## config.mk

```make
export PLATFORM = sky130hd
export DESIGN_NAME = dmem_arbiter
export DESIGN_NICKNAME = d
export VERILOG_FILES = /design/src/rtl/dmem_arbiter.sv
export SDC_FILE = /design/constraint.sdc
export NUM_CORES = 1
export LEC_CHECK = 0
export CAP_MARGIN = 20
export CORE_MARGIN = 1.5
export CORE_UTILIZATION = 41
export CTS_CLUSTER_SIZE = 10
export DETAILED_ROUTE_END_ITERATION = 16
export PLACE_DENSITY_LB_ADDON = 0.2
export SETUP_SLACK_MARGIN = 0.4
export SLEW_MARGIN = 30
export SYNTH_ARGS = -nofsm -noshare
export SYNTH_HDL_FRONTEND = slang
export SYNTH_SLANG_ARGS = --single-unit
```

## constraint.sdc

```tcl
create_clock -name clk_i -period 5 [get_ports clk_i]
set_input_delay 1 -clock clk_i [delete_from_list [all_inputs] [get_ports clk_i]]
set_output_delay 1 -clock clk_i [all_outputs]
set_load 0.05 [all_outputs]
```

## src/rtl/dmem_arbiter.sv

```systemverilog
// dmem_arbiter: shares data_mem's single port between NUM_REQ requesters.
// Round-robin grant with an optional locked burst owner, limited to MAX_BURST
// consecutive grants while another requester waits. Every access takes exactly
// 3 cycles from accept to response. Define DMEM_ARB_STATS_EN to add per-requester
// grant counters and a conflict counter.
module dmem_arbiter #(
    parameter int unsigned NUM_REQ        = 2,
    parameter int unsigned MEM_WIDTH      = 32,
    parameter int unsigned MEM_ADDR_WIDTH = 15,
    parameter int unsigned MAX_BURST      = 8
) (
    input  logic                                clk_i,
    input  logic                                rst_i,
    input  logic [NUM_REQ-1:0]                  req_valid_i,
    input  logic [NUM_REQ-1:0]                  req_lock_i,
    input  logic [NUM_REQ-1:0]                  req_we_i,
    input  logic [NUM_REQ*MEM_ADDR_WIDTH-1:0]   req_addr_i,
    input  logic [NUM_REQ*MEM_WIDTH-1:0]        req_wdata_i,
    output logic [NUM_REQ-1:0]                  req_ready_o,
    output logic [NUM_REQ-1:0]                  rsp_valid_o,
    output logic [MEM_WIDTH-1:0]                rsp_rdata_o,
    output logic                                mem_wea_o,
    output logic [MEM_ADDR_WIDTH-1:0]           mem_addra_o,
    output logic [MEM_WIDTH-1:0]                mem_dina_o,
    input  logic [MEM_WIDTH-1:0]                mem_douta_i
`ifdef DMEM_ARB_STATS_EN
    ,
    output logic [NUM_REQ*16-1:0]               grant_cnt_o,
    output logic [15:0]                         conflict_cnt_o
`endif
);

    localparam int unsigned IdW  = (NUM_REQ > 1) ? $clog2(NUM_REQ) : 1;
    localparam int unsigned CntW = $clog2(MAX_BURST + 1);
    localparam logic [CntW-1:0] MaxCnt = CntW'(MAX_BURST);

    typedef enum logic [0:0] {StArb, StOwned} state_e;

    state_e              state_q;
    logic [IdW-1:0]      owner_q;
    logic [IdW-1:0]      rr_ptr_q;
    logic [CntW-1:0]     burst_cnt_q;

    logic                gnt_found;
    logic [IdW-1:0]      gnt_id;
    logic [IdW-1:0]      rr_next;
    logic                others_valid;
    logic [CntW-1:0]     run_len;
    logic                keep_lock;
    logic [MEM_ADDR_WIDTH-1:0] sel_addr;
    logic [MEM_WIDTH-1:0]      sel_wdata;

    // Memory-side pipeline: stage 1 drives data_mem, stage 2 waits for douta
    logic                      mem_wea_q;
    logic [MEM_ADDR_WIDTH-1:0] mem_addra_q;
    logic [MEM_WIDTH-1:0]      mem_dina_q;
    logic                      p1_valid_q;
    logic [IdW-1:0]            p1_id_q;
    logic                      p1_we_q;
    logic                      p2_valid_q;
    logic [IdW-1:0]            p2_id_q;
    logic                      p2_we_q;
    logic [NUM_REQ-1:0]        rsp_valid_q;
    logic [MEM_WIDTH-1:0]      rsp_rdata_q;

    // Pick the requester to grant: the owner while locked, else round-robin from rr_ptr
    always_comb begin
        int unsigned idx;
        idx       = 0;
        gnt_found = 1'b0;
        gnt_id    = '0;
        if (!rst_i) begin
            if (state_q == StOwned) begin
                gnt_found = req_valid_i[owner_q];
                gnt_id    = owner_q;
            end else begin
                for (int unsigned k = 0; k < NUM_REQ; k++) begin
                    idx = (32'(rr_ptr_q) + k) % NUM_REQ;
                    if (!gnt_found && req_valid_i[idx[IdW-1:0]]) begin
                        gnt_found = 1'b1;
                        gnt_id    = idx[IdW-1:0];
                    end
                end
            end
        end
    end

    // Grant vector, competing-request detection and burst bookkeeping
    always_comb begin
        logic [NUM_REQ-1:0] others;
        req_ready_o = '0;
        if (gnt_found) begin
            req_ready_o[gnt_id] = 1'b1;
        end
        others         = req_valid_i;
        others[gnt_id] = 1'b0;
        others_valid   = |others;
        rr_next        = (gnt_id == IdW'(NUM_REQ - 1)) ? '0 : gnt_id + 1'b1;
        if (state_q == StArb) begin
            run_len = CntW'(1);
        end else begin
            run_len = (burst_cnt_q >= MaxCnt) ? MaxCnt : burst_cnt_q + 1'b1;
        end
        // Counter saturates when nobody else waits, so the burst can continue
        keep_lock = req_lock_i[gnt_id] && !((run_len >= MaxCnt) && others_valid);
        sel_addr  = req_addr_i[32'(gnt_id) * MEM_ADDR_WIDTH +: MEM_ADDR_WIDTH];
        sel_wdata = req_wdata_i[32'(gnt_id) * MEM_WIDTH +: MEM_WIDTH];
    end

    // Arbitration FSM: round-robin pointer, lock owner and burst counter
    always_ff @(posedge clk_i) begin
        if (rst_i) begin
            state_q     <= StArb;
            owner_q     <= '0;
            rr_ptr_q    <= '0;
            burst_cnt_q <= '0;
        end else if (gnt_found) begin
            rr_ptr_q <= rr_next;
            if (keep_lock) begin
                state_q     <= StOwned;
                owner_q     <= gnt_id;
                burst_cnt_q <= run_len;
            end else begin
                state_q     <= StArb;
                burst_cnt_q <= '0;
            end
        end else if (state_q == StOwned && !req_valid_i[owner_q]) begin
            // Owner dropped valid: ownership released, rr_ptr already past it
            state_q     <= StArb;
            burst_cnt_q <= '0;
        end
    end

    // Access pipeline: register memory controls, then tag and return the response
    always_ff @(posedge clk_i) begin
        if (rst_i) begin
            mem_wea_q   <= 1'b0;
            mem_addra_q <= '0;
            mem_dina_q  <= '0;
            p1_valid_q  <= 1'b0;
            p1_id_q     <= '0;
            p1_we_q     <= 1'b0;
            p2_valid_q  <= 1'b0;
            p2_id_q     <= '0;
            p2_we_q     <= 1'b0;
            rsp_valid_q <= '0;
            rsp_rdata_q <= '0;
        end else begin
            mem_wea_q <= gnt_found & req_we_i[gnt_id];
            if (gnt_found) begin
                mem_addra_q <= sel_addr;
                mem_dina_q  <= sel_wdata;
            end
            p1_valid_q  <= gnt_found;
            p1_id_q     <= gnt_id;
            p1_we_q     <= req_we_i[gnt_id];
            p2_valid_q  <= p1_valid_q;
            p2_id_q     <= p1_id_q;
            p2_we_q     <= p1_we_q;
            rsp_valid_q <= p2_valid_q ? (NUM_REQ'(1) << p2_id_q) : '0;
            rsp_rdata_q <= (p2_valid_q && !p2_we_q) ? mem_douta_i : '0;
        end
    end

    // A registered write strobe must not reach data_mem once reset is seen
    assign mem_wea_o   = mem_wea_q & ~rst_i;
    assign mem_addra_o = mem_addra_q;
    assign mem_dina_o  = mem_dina_q;
    assign rsp_valid_o = rsp_valid_q;
    assign rsp_rdata_o = rsp_rdata_q;

`ifdef DMEM_ARB_STATS_EN
    logic [15:0] grant_cnt_q [NUM_REQ];
    logic [15:0] conflict_cnt_q;

    // Saturating accept counters per requester and a multi-request conflict counter
    always_ff @(posedge clk_i) begin
        if (rst_i) begin
            for (int i = 0; i < NUM_REQ; i++) begin
                grant_cnt_q[i] <= '0;
            end
            conflict_cnt_q <= '0;
        end else begin
            if (gnt_found && grant_cnt_q[gnt_id] != 16'hFFFF) begin
                grant_cnt_q[gnt_id] <= grant_cnt_q[gnt_id] + 16'd1;
            end
            if ($countones(req_valid_i) > 1 && conflict_cnt_q != 16'hFFFF) begin
                conflict_cnt_q <= conflict_cnt_q + 16'd1;
            end
        end
    end

    // Flatten the counter array onto the output bus
    always_comb begin
        grant_cnt_o = '0;
        for (int i = 0; i < NUM_REQ; i++) begin
            grant_cnt_o[i*16 +: 16] = grant_cnt_q[i];
        end
    end

    assign conflict_cnt_o = conflict_cnt_q;
`endif

endmodule

```

==> flow_summary_export.csv, run 1 <==
group,metric,value,unit
run_status,outcome,"finished clean",
synthesis,edf_count,0,
power_and_ir_drop,total_power,1900,µW
clocking,cts.sinks,95,
die,pin_count,218,
grt,grt_pass1_vias,2982,
synthesis,ys_types,37,
final_timing,fin_worst_skew,0.00930,ns
synthesis,synthCells,343,
final_timing,fmax,0.263,GHz
final_timing,max-slew-margin-rel,0.541,
min_path,hold_end,"rsp_valid_o[0]",
grt,grt_max_degree,98,
cells_and_area,drive_gt1_frac,0.0703,
synthesis,xor_area_frac,0.00237,
clocking,ctsLongestPathBuffers,2,
worst_setup_path,critPathLaunchType,"primary input",
worst_setup_path,path_delay_family,"buffers and inverters",
synthesis,ys_cells,343,
cells_and_area,num-fill-cells,683,
placement,numPortBuffers,217,
synthesis,async_flop_share,0,
power_and_ir_drop,leakage,0.00225,µW
placement,pre_cts_slack,1.21,ns
min_path,hold_start,"p2_id_q",
min_path,min-delay-path-class,"flip-flop to flip-flop",
placement,placed_cells,647,
synthesis,syn_area_per_cell,10.8,µm²
synthesis,topCellsByArea,"dfxtp_1 52%, mux2i_1 13%, a211oi_1 7.7%, and2_1 5.4%, nor2_1 5.3%",
clocking,htree_num_levels,3,
synthesis,aoi_share,0.140,
worst_setup_path,crit_path_end_kind,"output port",
synthesis,syn-cell-area,3690,µm²
die,die_h,97.9,µm
route,postRouteAntennaNets,0,
grt,grt-ovfl-total,0,
cells_and_area,final_nets,686,
route,avgViaCountPerCell,4.83,
final_timing,setup-tns-final,0,ns
synthesis,yosysWarningCount,0,
worst_setup_path,rr_endpoint,"mem_dina_o[0]",
cells_and_area,logic_area,1600,µm²
worst_setup_path,cp_num_cells,3,
worst_setup_path,max_stage_delay,0.82,ns
worst_setup_path,critPathSlowestCell,"clkdlybuf4s50_1",
clocking,path_clk_slew,0.09,ns
route,drtPass1Iterations,4,
worst_setup_path,worstReg2RegStart,"state_q",
cells_and_area,diodes,0,
flow_run,warning_count,28,
final_timing,post-route-period-util,0.760,
worst_setup_path,path_buffers,2,
worst_setup_path,cp_cell_sequence,"clkdlybuf4s50_1, o2111a_1, clkdlybuf4s50_1",
min_path,hold_depth,1,
final_timing,setup_viol,0,
worst_setup_path,reg2reg_depth,5,
power_and_ir_drop,peakVddDrop,0.176,mV
synthesis,synth_nets,479,
synthesis,ys_seq_elements,95,
worst_setup_path,worstPathArrival,2.80,ns
clocking,clk_root_buffer_cell,"clkbuf_8",
worst_setup_path,cp.required,4.00,ns
synthesis,synth_seq_share,0.515,
clocking,cts_setup_buffers,0,
synthesis,adder_share,0.00678,
clocking,cts_tree,"built",
run 1: per-layer routing:
metal,GRT usage,share of wire,vias up
met2,0.323,0.48,140
met1,0.232,0.41,1441
met3,0.0644,0.093,9
met5,0,0,-
li1,-,-,1615
met4,0.0692,0.013,0
run 1: state kept, by name, indices dropped and copies added, names as in the netlist, 2 cells and up:
name	count
rsp_valid_o	2
mem_dina_o	32
rsp_rdata_o	32
mem_addra_o	15
burst_cnt_q	4
run 1: worst reg2reg max path, cell delays in order (launching register included):
cell and delay, ns:
dfxtp_1 0.59, nand2_1 0.20, a21oi_4 0.32, buf_4 0.51, mux2i_1 0.19, a211oi_1 0.28
run 1: area by class of cell:
cell class	instances	area share
clock buffers	10	0.0225
clock inverters	6	0.0190
inverters	4	0.00245
multi-input cells	218	0.262
flip-flops and latches	95	0.311
well taps	108	0.0221
repair buffers	222	0.361
run 1: how the worst max path moves through the flow:
stage                         from              to
detailed placement  req_valid_i[1]  req_ready_o[1]
global placement    req_valid_i[1]  req_ready_o[1]
global route        req_valid_i[1]  req_ready_o[1]
CTS                 req_valid_i[1]  req_ready_o[1]
floorplan                    rst_i       mem_wea_o
finish              req_valid_i[1]  req_ready_o[1]
run 1: power by group:
group	leakage, µW	switching [µW]	internal (µW)
clock	0.000127	264	350
sequential	0.000780	22.6	801
combinational	0.00134	252	211
total	0.00225	539	1360
run 1: layout by cell type (no fill, tap or decap), drive strengths merged, types with 3 or more instances in the layout:
master,count
dfxtp,95
and2,33
clkbuf,10
nand3,3
nor2b,6
bufinv,3
nor2,52
mux2i,49
inv,5
and3,3
a211oi,49
buf,6
clkdlybuf4s50,216
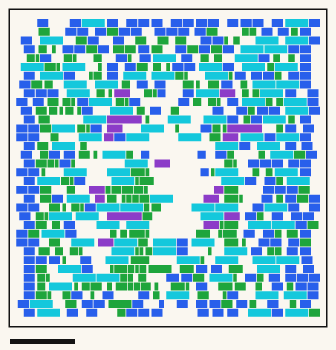
Figure 1: run 1, placement by cell class.
The bar under the picture is 20 µm long.
class	color	cells
other buffers and delay cells	blue	222
flip-flops	cyan	95
clock drivers and dummy loads	purple	16
all other logic	green	222
Placeable Area: 8720 µm²
sequential cell area share: 0.311
Util after Layout: 0.701
Finished Cell Area: 6120 µm²
num rows: 34

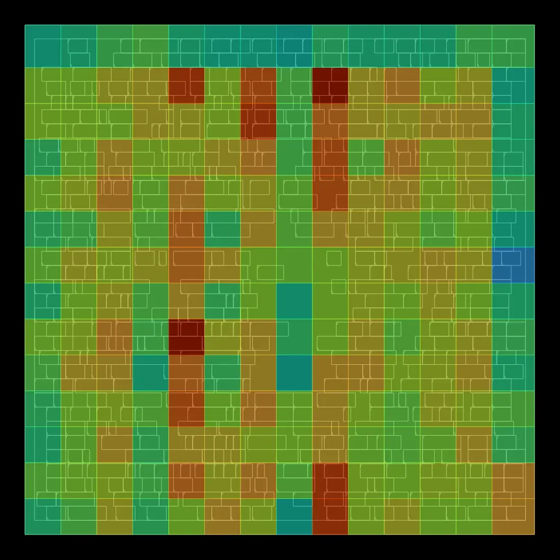
Figure 2: run 1, routing congestion.
WL/cell: 14.2 µm
met1 track demand over resource: 0.232
met3 usage: 0.0644
busiest grt layer: met2
gr usage total: 0.193

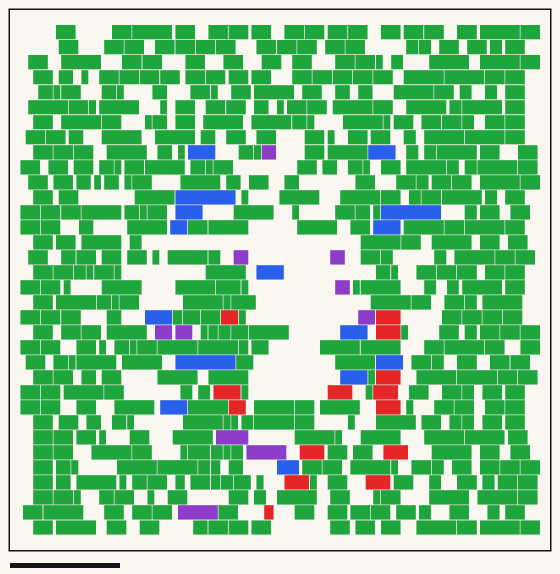
Figure 3: run 1, drive-strength map.
The bar under the picture is 20 µm long.
size	color	cells	share	most used
drive 2	red	14	2.5%	a211oi_2
drive 3 to 4	purple	10	1.8%	buf_4
drive 1 or less	green	516	93%	clkdlybuf4s50_1
drive 6 and up	blue	15	2.7%	clkbuf_8
Buffers, non-clock: 222
slack of the critical path: 1.20 ns

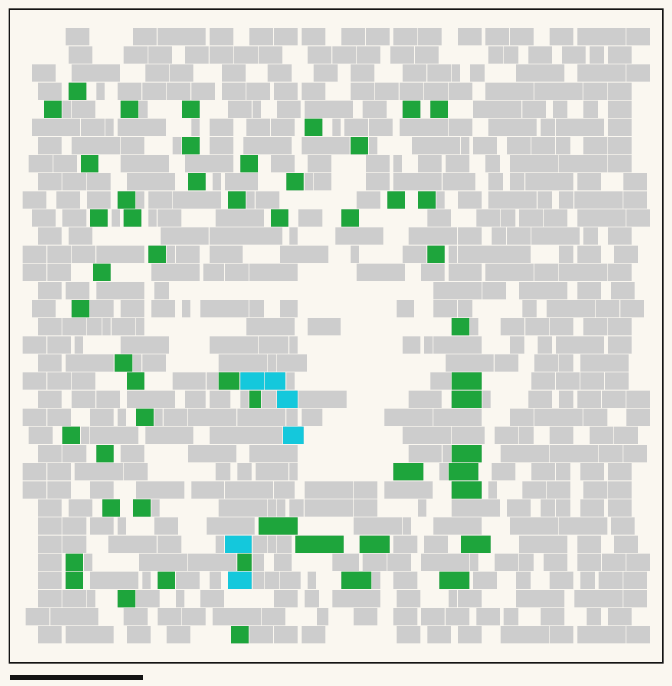
Figure 4: run 1, gate-type map.
The bar under the picture is 20 µm long.
family	color	cells
AND-OR and OR-AND gates	cyan	6
inverting AOI/OAI gates	green	53
Comb area share: 0.262
final cell count without fillers: 663
most frequent logic cell in the layout: clkdlybuf4s50_1

Figure 5. Where the registers sit (run 1).
The bar under the picture is 20 µm long. Other sequential cells in the stronger gray, the rest of the logic in the fainter gray.
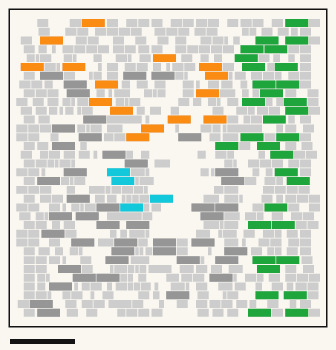

==> run 2, diff against run 1 <==
Settings changed: CORE_UTILIZATION 41 to 34.
Clock period 5 ns to 3.3 ns, I/O delays scaled along.
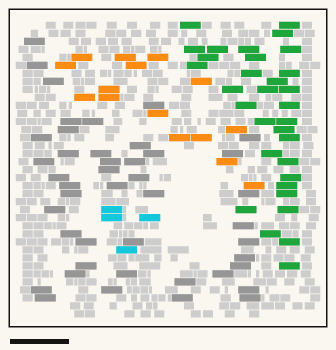
Figure 6: run 2, where the registers sit.
The bar under the picture is 20 µm long. Other sequential cells in the stronger gray, the rest of the logic in the fainter gray.
signal	color	flops
rsp_rdata_o	green	32
burst_cnt_q	cyan	4
mem_addra_o	orange	15
not colored	44

==> flow_summary_export.csv, run 2 <==
group,metric,value,unit
run_status,outcome,"finished clean",
grt,busiest_layer,"met2",
synthesis,syn-cell-area,3690,µm²
synthesis,synthCells,343,
grt,use_met3,0.0547,
cells_and_area,num-fill-cells,929,
route,avgViaCountPerCell,4.62,
worst_setup_path,critPathLaunchType,"primary input",
final_timing,setup_viol,0,
grt,grt_max_degree,98,
power_and_ir_drop,total_power,2700,µW
worst_setup_path,cp.required,2.64,ns
grt,globalRouteTotalUtil,0.171,
final_timing,fin_worst_skew,0.0126,ns
die,die_h,107,µm
final_timing,fin_ws,0.717,ns
die,num_rows,37,
clocking,ctsLongestPathBuffers,2,
synthesis,ys_cells,343,
worst_setup_path,worstPathArrival,1.92,ns
power_and_ir_drop,peakVddDrop,0.200,mV
cells_and_area,diodes,0,
synthesis,edf_count,0,
synthesis,synth_seq_share,0.515,
worst_setup_path,crit_path_end_kind,"output port",
placement,numPortBuffers,217,
synthesis,synth_nets,479,
grt,grt_use_met1,0.181,
synthesis,async_flop_share,0,
die,pin_count,218,
route,postRouteAntennaNets,0,
grt,grt-ovfl-total,0,
cells_and_area,drive_gt1_frac,0.0739,
clocking,cts_setup_buffers,0,
flow_run,warning_count,28,
cells_and_area,layout_top_cells,"214 x clkdlybuf4s50_1, 95 x dfxtp_1, 52 x nor2_1",
synthesis,ys_seq_elements,95,
[run 2: cell counts after synthesis]
Identical to the previous run, type by type.
[run 2: cells by family after synthesis]
logic type | Yosys count | share of synthesized area
and+or+nand+nor | 107 | 0.149
DFF | 95 | 0.515
buffers and inverters | 30 | 0.0522
AOI/OAI and AO/OA | 59 | 0.140
xor gates and xnor gates | 1 | 0.00237
adders and majority gates | 2 | 0.00678
muxes | 49 | 0.134
[run 2: area by class of cell]
| type | instances | area [µm²] | area share |
|---|---|---|---|
| clock buffer | 9 | 124 | 0.0203 |
| inverter | 4 | 15.0 | 0.00246 |
| multi-input combinational | 218 | 1600 | 0.263 |
| clock inverter | 7 | 71.3 | 0.0117 |
| tap | 136 | 170 | 0.0279 |
| sequential | 95 | 1900 | 0.312 |
| timing repair buffer | 222 | 2210 | 0.363 |
[run 2: worst max-delay path, stage by stage]
cell	delay, ns
buf_2	0.24
nor2b_1	0.18
clkdlybuf4s50_1	0.84
[run 2: through the flow]
step	cells	hold slack [ns]	util
detailed placement	675	0.394	0.567
global route	691	0.443	0.585
finish	691	0.411	0.585
floorplan	343	0.384	-
global placement	675	0.396	0.567
CTS	691	0.413	0.585
[run 2: per-layer routing]
metal / vias to the layer above / part of all wire
met1: 1417 / 0.38
met2: 147 / 0.50
met5: - / 0
li1: 1613 / -
met3: 16 / 0.099
met4: 0 / 0.024
[run 2: power breakdown]
| group | switching (µW) | internal (µW) |
|---|---|---|
| clock | 445 | 298 |
| sequential | 34.2 | 1210 |
| combinational | 384 | 322 |
[run 2: final timing paths]
path	slack (ns)	depth (start not counted)	start	end
min	0.41	1	p2_id_q	rsp_valid_o[0]
max reg2reg	1.39	5	state_q	p1_we_q
max	0.72	3	rst_i	mem_wea_o
min reg2reg	0.41	1	p2_id_q	rsp_valid_o[0]
Power and IR drop assume default switching activity.
